==> images/io_fan.png <==
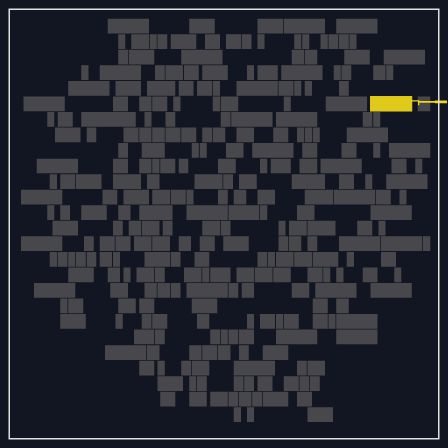
==> images/layer_met3.png <==
Scale bar: 20 microns.
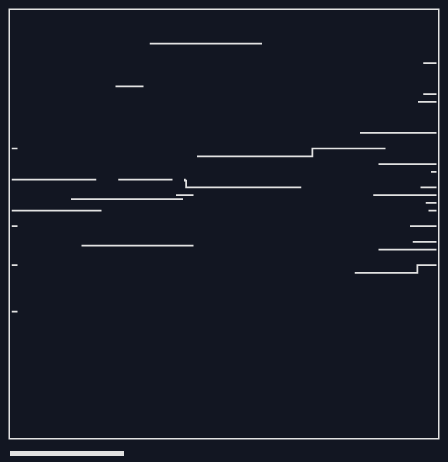
==> images/layer_met2.png <==
Cells faint in the background.
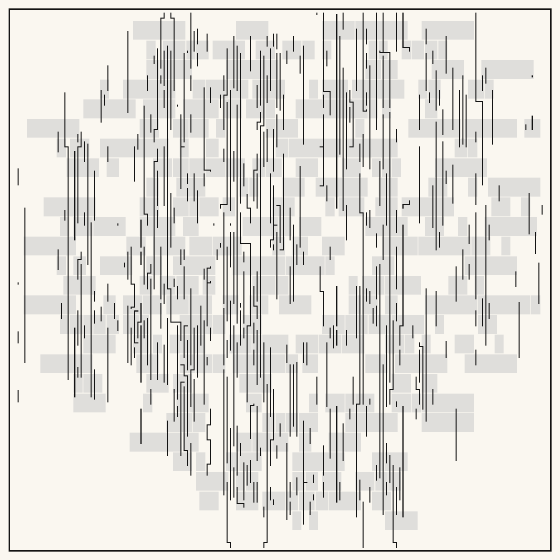
==> images/placement_by_type.png <==
Fill, decap, tap and diode cells in gray.
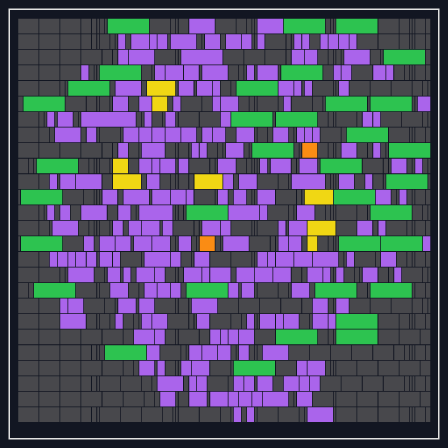
==> images/placement.png <==
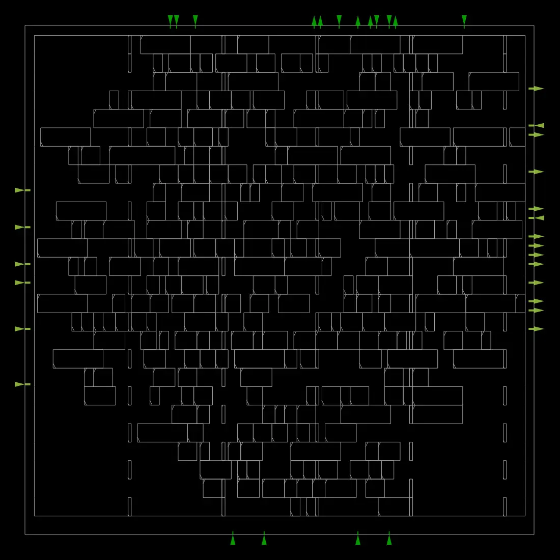
==> config.mk <==
export PLATFORM = sky130hd
export DESIGN_NAME = sum_avg
export DESIGN_NICKNAME = d
export VERILOG_FILES = /design/src/rtl/add_pkg.sv /design/src/rtl/sum_avg_round.sv /design/src/rtl/sum_avg.sv
export SDC_FILE = /design/constraint.sdc
export NUM_CORES = 1
export LEC_CHECK = 0
export ABC_CLOCK_PERIOD_IN_PS = 4100
export CAP_MARGIN = 10
export CORE_UTILIZATION = 44
export DETAILED_ROUTE_END_ITERATION = 10
export DONT_BUFFER_PORTS = 1
export PLACE_DENSITY_LB_ADDON = 0.25
export SYNTH_ARGS = -nofsm -noshare
export SYNTH_HDL_FRONTEND = slang
export SYNTH_SLANG_ARGS = --single-unit
==> constraint.sdc <==
create_clock -name clk -period 4.1 [get_ports clk]
set_clock_uncertainty 0.15 [all_clocks]
set_input_delay 0.615 -clock clk [delete_from_list [all_inputs] [get_ports clk]]
set_output_delay 0.615 -clock clk [all_outputs]
set_load 0.01 [all_outputs]
==> src/rtl/add_pkg.sv <==
// ----------------------------------------------------------------------------
// add_pkg
//
// Definitions shared by the registered signed adder and its downstream
// consumers (sum_avg and later decimators).
//
//   DIM_DEFAULT : datapath width used by both the adder and sum_avg, so that
//                 the adder's `sum` and the decimator's `in_data` always agree.
//   sa_state_t  : state encoding of the sum_avg control FSM.
//                 There are two states:
//                   S_IDLE - inputs are ignored
//                   S_RUN  - qualified samples are accumulated
// ----------------------------------------------------------------------------
package add_pkg;

    localparam int DIM_DEFAULT = 14;

    typedef enum logic {
        S_IDLE = 1'b0,
        S_RUN  = 1'b1
    } sa_state_t;

endpackage : add_pkg

==> src/rtl/sum_avg_round.sv <==
// ----------------------------------------------------------------------------
// sum_avg_round
//
// Purely combinational block-mean rounding. It turns the signed sum of a
// 2^LOG2N sample block into the rounded signed mean.
//
// Rounding is round-half-toward-+inf. Half an output LSB is added, and the
// result is then arithmetically shifted right by LOG2N bits. The intermediate
// value is one bit wider than `total`, so adding the bias can never wrap. The
// mean of DIM-bit samples always fits in DIM bits, so the final truncation
// discards only sign-extension bits.
//
// Parameters:
//   DIM   - sample and result width
//   LOG2N - log2 of the block length (1..8)
//
// Ports:
//   total - signed block sum,  DIM+LOG2N bits
//   mean  - signed rounded mean, DIM bits
// ----------------------------------------------------------------------------
module sum_avg_round
    import add_pkg::*;
#(
    parameter int DIM   = DIM_DEFAULT,
    parameter int LOG2N = 2
) (
    input  logic signed [DIM+LOG2N-1:0] total,
    output logic signed [DIM-1:0]       mean
);

    localparam int TW = DIM + LOG2N;   // width of the incoming sum
    localparam int RW = TW + 1;        // headroom for the rounding bias

    // Half of one output LSB, expressed in input LSBs.
    localparam logic signed [RW-1:0] HALF = RW'(1) << (LOG2N - 1);

    logic signed [RW-1:0] total_ext;
    logic signed [RW-1:0] biased;

    assign total_ext = {total[TW-1], total};
    assign biased    = total_ext + HALF;

    // The arithmetic shift floors toward -inf. With the half-LSB bias
    // already added, this gives round-half-up on the true mean.
    assign mean = DIM'(biased >>> LOG2N);

endmodule : sum_avg_round

==> src/rtl/sum_avg.sv <==
// ----------------------------------------------------------------------------
// sum_avg
//
// Block-averaging decimator. It sits directly downstream of the registered
// signed adder. It accumulates 2^LOG2N qualified samples per block and emits
// one rounded signed mean per block on a valid/ready output.
//
// If a block completes while the previous result is still unconsumed, the new
// result is dropped and the sticky `ovr` flag is set.
//
// Parameters:
//   DIM   - sample and result width (matches the adder's sum width)
//   LOG2N - log2 of block length N (1..8)
//
// Ports:
//   clk       in   1    sole clock, posedge
//   rst       in   1    synchronous active-high reset
//   start     in   1    pulse that begins or restarts block alignment
//   in_data   in   DIM  signed sample
//   in_valid  in   1    qualifies in_data (only looked at in RUN)
//   out_data  out  DIM  signed block mean
//   out_valid out  1    out_data holds an unconsumed result
//   out_ready in   1    consumer accepts when out_valid && out_ready
//   ovr       out  1    sticky overrun flag, cleared only by rst
//   busy      out  1    high while in RUN
// ----------------------------------------------------------------------------
module sum_avg
    import add_pkg::*;
#(
    parameter int DIM   = DIM_DEFAULT,
    parameter int LOG2N = 2
) (
    input  logic                  clk,
    input  logic                  rst,
    input  logic                  start,
    input  logic signed [DIM-1:0] in_data,
    input  logic                  in_valid,
    output logic signed [DIM-1:0] out_data,
    output logic                  out_valid,
    input  logic                  out_ready,
    output logic                  ovr,
    output logic                  busy
);

    localparam int AW = DIM + LOG2N;   // accumulator width; holds N samples

    // The counter is exactly LOG2N bits wide, so "all ones" is N-1.
    localparam logic [LOG2N-1:0] CNT_LAST = '1;
    localparam logic [LOG2N-1:0] CNT_ONE  = LOG2N'(1);

    // ------------------------------------------------------------------
    // State
    // ------------------------------------------------------------------
    sa_state_t              state_reg,     state_next;
    logic signed [AW-1:0]   acc_reg,       acc_next;
    logic [LOG2N-1:0]       cnt_reg,       cnt_next;
    logic signed [DIM-1:0]  out_data_reg,  out_data_next;
    logic                   out_valid_reg, out_valid_next;
    logic                   ovr_reg,       ovr_next;

    // ------------------------------------------------------------------
    // Datapath
    // ------------------------------------------------------------------
    logic signed [AW-1:0]   in_ext;
    logic signed [AW-1:0]   total;
    logic signed [DIM-1:0]  mean;
    logic                   sample_qual;
    logic                   block_done;
    logic                   accept;

    assign in_ext = {{LOG2N{in_data[DIM-1]}}, in_data};

    // Running sum including the current sample. It is used both for the
    // ordinary accumulate step and as the completed block total.
    assign total = acc_reg + in_ext;

    // The sample presented alongside `start` is never counted. A `start`
    // that coincides with the last sample of a block therefore also
    // suppresses that block's completion.
    assign sample_qual = (state_reg == S_RUN) && !start && in_valid;
    assign block_done  = sample_qual && (cnt_reg == CNT_LAST);
    assign accept      = out_valid_reg && out_ready;

    sum_avg_round #(
        .DIM   (DIM),
        .LOG2N (LOG2N)
    ) u_round (
        .total (total),
        .mean  (mean)
    );

    // ------------------------------------------------------------------
    // Next-state logic: FSM, accumulator/counter, output register
    // ------------------------------------------------------------------
    always_comb begin
        state_next     = state_reg;
        acc_next       = acc_reg;
        cnt_next       = cnt_reg;
        out_data_next  = out_data_reg;
        out_valid_next = out_valid_reg;
        ovr_next       = ovr_reg;

        // Control: start (re)aligns from either state. Only rst returns
        // the FSM to IDLE.
        if (start) begin
            state_next = S_RUN;
            acc_next   = '0;
            cnt_next   = '0;
        end else if (sample_qual) begin
            if (block_done) begin
                acc_next = '0;
                cnt_next = '0;
            end else begin
                acc_next = total;
                cnt_next = cnt_reg + CNT_ONE;
            end
        end

        // Output register. A completion may load in the same cycle that the
        // old result is accepted, so back-to-back results show no gap in
        // out_valid. A completion against a stalled result is dropped and
        // recorded in ovr; out_data stays stable for the consumer.
        if (block_done) begin
            if (!out_valid_reg || out_ready) begin
                out_data_next  = mean;
                out_valid_next = 1'b1;
            end else begin
                ovr_next = 1'b1;
            end
        end else if (accept) begin
            out_valid_next = 1'b0;
        end
    end

    // ------------------------------------------------------------------
    // Registers
    // ------------------------------------------------------------------
    always_ff @(posedge clk) begin
        if (rst) begin
            state_reg     <= S_IDLE;
            acc_reg       <= '0;
            cnt_reg       <= '0;
            out_data_reg  <= '0;
            out_valid_reg <= 1'b0;
            ovr_reg       <= 1'b0;
        end else begin
            state_reg     <= state_next;
            acc_reg       <= acc_next;
            cnt_reg       <= cnt_next;
            out_data_reg  <= out_data_next;
            out_valid_reg <= out_valid_next;
            ovr_reg       <= ovr_next;
        end
    end

    assign out_data  = out_data_reg;
    assign out_valid = out_valid_reg;
    assign ovr       = ovr_reg;
    assign busy      = (state_reg == S_RUN);

endmodule : sum_avg

==> results.yml <==
# yosys + openroad results
status:
  run_status: "finished clean"
critical_path:
  cp-start-kind: "input port"
  worstPathMaxFanout: 3
  endpoint_kind: "register"
  r2r_start: "acc_reg[0]"
  worst_r2r_path_depth: 11
  arrival_ns: 3.31
  worstPathRequired_ns: 4.14
floorplanning:
  fp-row-count: 26
  ioPinCount: 36
  fp_util: 0.458
  chipArea_sq_um: 5610
  die_y_microns: 74.9
drt:
  drt_pre_antenna_iters: 4
  highest_layer: "met3"
  avgRoutedWirePerCell_microns: 15.0
  met3_length_microns: 243
  via_count: 1966
clocking:
  clock-root-buffer: "clkbuf_8"
  cts_setup_buffers: 0
  clk_latency_ns: 0.29
  cts_buffers: 5
  cts-hold-fix-buffers: 0
  cts_tree: "yes"
yosys:
  top_cells_by_count: "nor2_1 (41), dfxtp_1 (35), ha_1 (17), a21oi_1 (16)"
  synthTopCellsByArea: "dfxtp_1 (30%), ha_1 (9.1%), nor2_1 (6.6%)"
  yosys_cells: 278
  ys_ff: 35
  most_common_cell: "nor2_1"
  async_flop_share: 0
  seq_area_frac_synth: 0.300
  ys_area_sq_um: 2340
  synth_cell_types: 52
  largest_area_cell: "dfxtp_1"
global_routing:
  grt_usage: 0.200
  gr-total-overflow: 0
  grt-busiest-layer: "met2"
  grt_max_degree: 21
  use_met2: 0.327
  met1_usage: 0.270
timing:
  fmax_mhz: 306
  tightest_slew_ns: 0.853
  rsz0062_at_grt: "false"
  hold-worst-slack_ns: 0.239
  slew_viol_final: 0
  fin_crit_sh: 0.797
power_and_ir_drop:
  maxPowerGroup: "sequential cells"
  seq_cell_power_w: 0.000345
  p_comb_w: 0.000101
  p_clk_w: 0.000249
  clockPowerShare: 0.359
placed_design:
  io_buffers: 0
  dpl_cell_area_sq_um: 2400
  dp_cells: 339
min_path:
  min_to: "out_valid"
  worst_hold_startpoint: "rst"
run:
  warning_count: 26
  maxCapViolations: 0
layout:
  comb_area_sq_um: 1580
  fin_nets: 313
-- io_fan.png (at the start) --
Yellow stands for out_valid, bits 1, direction output, end cells 1, buffers 0, wire 5.00 microns.

-- layer_met3.png (at the start) --
The longest straight run is 20.0 microns. The wires run mostly horizontal. 25 nets have wire on it. The layer holds 4.7% of the routed length.

-- layer_met2.png (at the start) --
The longest straight run is 37.4 microns. 248 nets have wire on it. The layer holds 46% of the routed length. The layer carries 2400 microns of wire.

-- placement_by_type.png (at the start) --
Green stands for flops, cells 35, share of their area 29%. Orange stands for other buffers and delay cells, cells 2, share of their area 0.63%. Yellow stands for clock drivers and dummy loads, cells 8, share of their area 3.7%. Purple stands for combinational and other logic, cells 232, share of their area 66%.

-- placement.png (at the start) --
Final Non-Filler Cells: 347
core footprint: 5110 sq um
final core occ: 0.487

cell families (layout without fill, tap and decap cells):
logic type | count (synthesis) | count (layout) | share of synthesized area
DFF | 35 | 35 | 0.300
AOI/OAI and AO/OA | 78 | 78 | 0.248
and+or+nand+nor | 108 | 108 | 0.234
buffers and inverters | 15 | 14 | 0.0241
adders and majority gates | 18 | 18 | 0.0995
muxes | 3 | 3 | 0.0128
xor gates and xnor gates | 21 | 21 | 0.0819
layout by cell type, fill, tap and decap left out, types with 4 or more instances in the layout:
master,Yosys,final
clkbuf_8,0,5
a21oi_1,16,16
ha_1,17,17
nor2_1,41,41
a21o_1,7,7
a22oi_1,10,10
and3_1,4,4
a211oi_1,13,13
nand3_1,7,7
a31oi_1,4,4
nand4_1,5,5
nand2_1,13,13
xor2_1,10,10
inv_1,4,4
o21ai_0,7,7
xnor2_1,10,10
nor3_1,13,13
dfxtp_1,35,35
final cells by class:
| type | instances | area share |
|---|---|---|
| clock inverter | 3 | 0.00804 |
| tap | 70 | 0.0352 |
| clock buffer | 5 | 0.0277 |
| sequential | 35 | 0.282 |
| inverter | 4 | 0.00603 |
| multi-input combinational | 228 | 0.635 |
| timing repair buffer | 2 | 0.00603 |
per-stage QoR:
step	util	total power (W)	setup slack, ns
after CTS	0.487	0.000705	0.822
after global routing	0.487	0.000729	0.621
after global placement	0.470	0.000452	0.597
final	0.487	0.000695	0.832
after floorplan	-	0.000435	0.787
after detailed placement	0.470	0.000453	0.539
critical path, stage by stage:
cell and delay, ns:
ha_1 0.23, fa_1 0.44, xor2_1 0.27, ha_1 0.23, o21ai_0 0.08, nor4_1 0.34
nand3_1 0.22, nor4_2 0.35, nand4_1 0.16, xnor2_1 0.16, o41ai_2 0.20
Power and IR drop assume default switching activity.
